==> config.mk <==
export PLATFORM = sky130hd
export DESIGN_NAME = uart_prog_loader
export DESIGN_NICKNAME = d
export VERILOG_FILES = /design/src/rtl/uart_prog_loader.sv
export SDC_FILE = /design/constraint.sdc
export NUM_CORES = 1
export LEC_CHECK = 0
export CAP_MARGIN = 20
export CORE_MARGIN = 1
export CORE_UTILIZATION = 40
export DETAILED_ROUTE_END_ITERATION = 8
export SYNTH_ARGS = -nofsm -noshare
export SYNTH_HDL_FRONTEND = slang
export SYNTH_SLANG_ARGS = --single-unit
==> constraint.sdc <==
create_clock -name clock -period 2.62 [get_ports clock]
set_clock_uncertainty 0.2 [all_clocks]
set_input_delay 0.262 -clock clock [delete_from_list [all_inputs] [get_ports clock]]
set_output_delay 0.262 -clock clock [all_outputs]
set_load 0.02 [all_outputs]
Figure 1. Logic cells by family.
Scale bar: 20 µm.
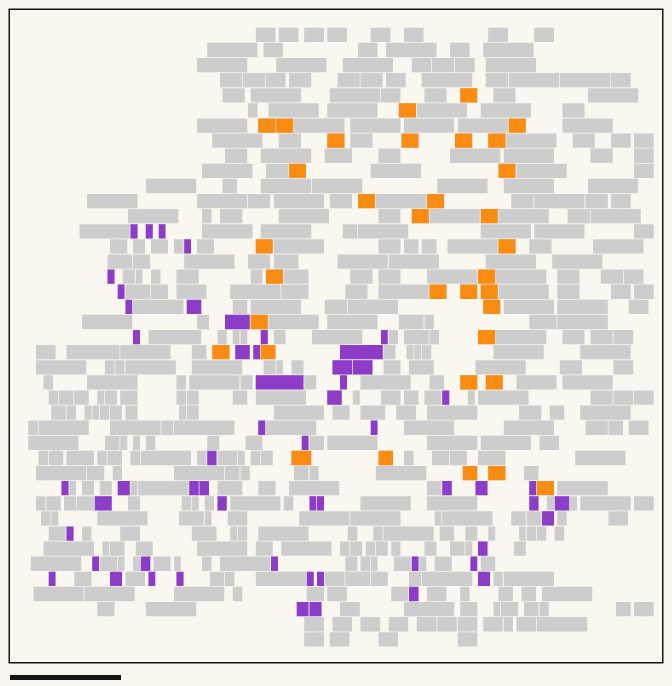
Purple is nor cells, cells 56. Orange is non-inverting ao/oa cells, cells 34.
Layout Cells excl Fill: 699
multi-input combinational area share: 0.332
most frequent logic cell in the layout: dfrtp_1

Figure 2. Local utilization.
The die is cut into 12 by 12 equal tiles; dark blue is low, red is high, 0 to 100% covered.
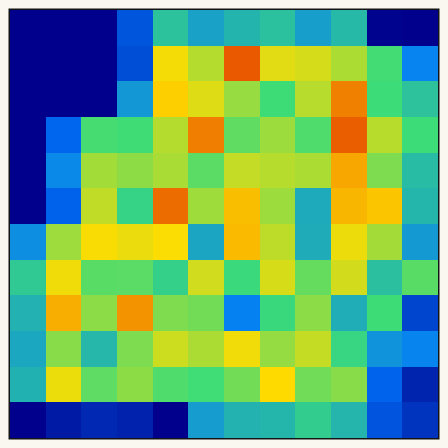
The mean over all tiles is 47%. The fullest tile reaches 90%. 9.7% of the tiles are over 75% full.
core area: 0.0128 mm²
Init Core Util: 0.417
Layout Utilization: 0.524

Figure 3. Metal layers overlaid.
Scale bar: 20 µm.
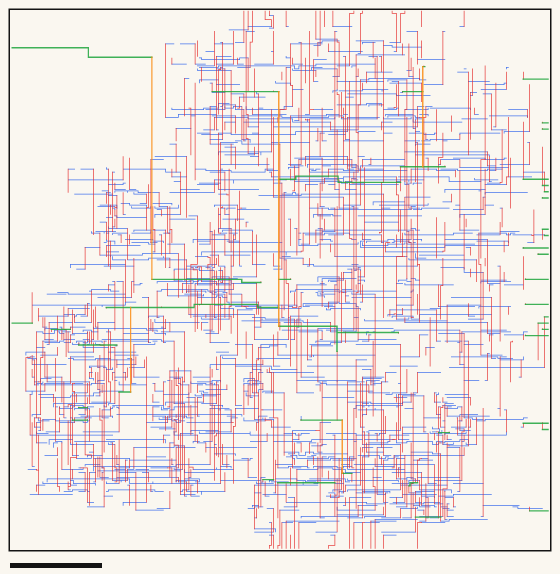
Blue is M1, wire length 5210 µm. Green is M3, wire length 303 µm. Red is M2, wire length 5040 µm. Orange is M4, wire length 151 µm.
wire per inst: 15.3 µm
WL final: 10700 µm

Figure 4. Routing congestion map.
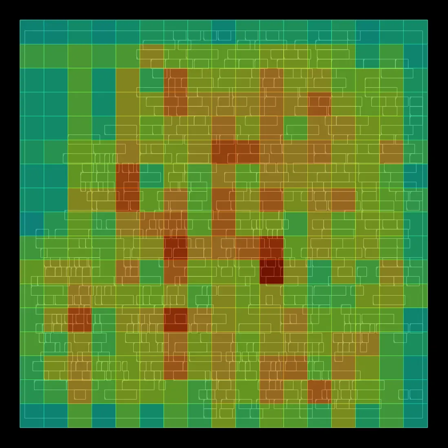
M2 GR Usage: 0.258
GRT met1 Usage: 0.224
met3 Usage GRT: 0.0423
Tot GR Track Use: 0.167

==> run summary <==
run metrics: outcome complete, no violations, Die W 117 µm, number of enable flip-flop cells 0, and-or/or-and share of the synthesized area 0.114, Port Buffers 53, FFs w/ async S/R, synth 1.00, DIE HEIGHT 117 µm, layout clock buffer count 22, max reg flops 32, Area leader share 0.555, sequential share of the synthesized area 0.565, commonest cells in the netlist dfrtp_1 (118), mux2_2 (40), nor2_1 (30), gp weighted congestion 0.774, OpenROAD warning count 31, Syn. warnings 0, Comb power 0.106 mW, setup ws final 0.252 ns, vias in the first global route 3641, Slew headroom 0.477, Top pwr grp the clock network, maximum vdd drop 361 µV, busiest grt layer met2, Switching Share 0.209, area grow syn2layout 25.8%, I/O pins 54, buffer depth of the longest clock path 2, Signal buf overhead 0.0946, yosys stat cell total 443, CP arrival 2.42 ns, initial antenna violation count 0, Non-clk invs 15, pwr dens 624 mW/mm², # Taps 172, 1st-iter DRT viols 178, biggest area cells dfrtp_1 (55%), mux2_2 (8.5%), a22o_1 (4.3%), vias per std cell 5.31, largest area contributor in the netlist dfrtp_1, Mean Syn Cell Area 12.0 µm², clock network share of area 0.0845, metal2 WL 5040 µm, dpl hpwl 7310 µm, number of logic gates 297, Yosys top cell by instances dfrtp_1, placed cells 668, yosys stat area 0.00532 mm², FF+latch count, synth 120, Post-Synth Simple-Gate Area 0.159, Clk pwr share 0.523, met1 WL 5210 µm, FF-to-FF setup slack 0.25 ns, layout cells sized above 1 0.195, combinational gate area 0.00222 mm², Register-to-Register Path Depth 6, RSZ-0062 raised after global routing false, clock root buffer clkbuf_16, yosys xor share 0.0263, clock latency on the worst-skew pair 0.41 ns, Worst Hold Slack 0.0617 ns, Worst path depth 6, Post-Place Cell Area 0.00612 mm², Met3 Wirelength 303 µm, endpoints failing hold 0, Clk power 2.19 mW, post-CTS resize count 0, Final Cell Area 0.00670 mm², crit end category flip-flop
Power is estimated from default activity; no workload was simulated.
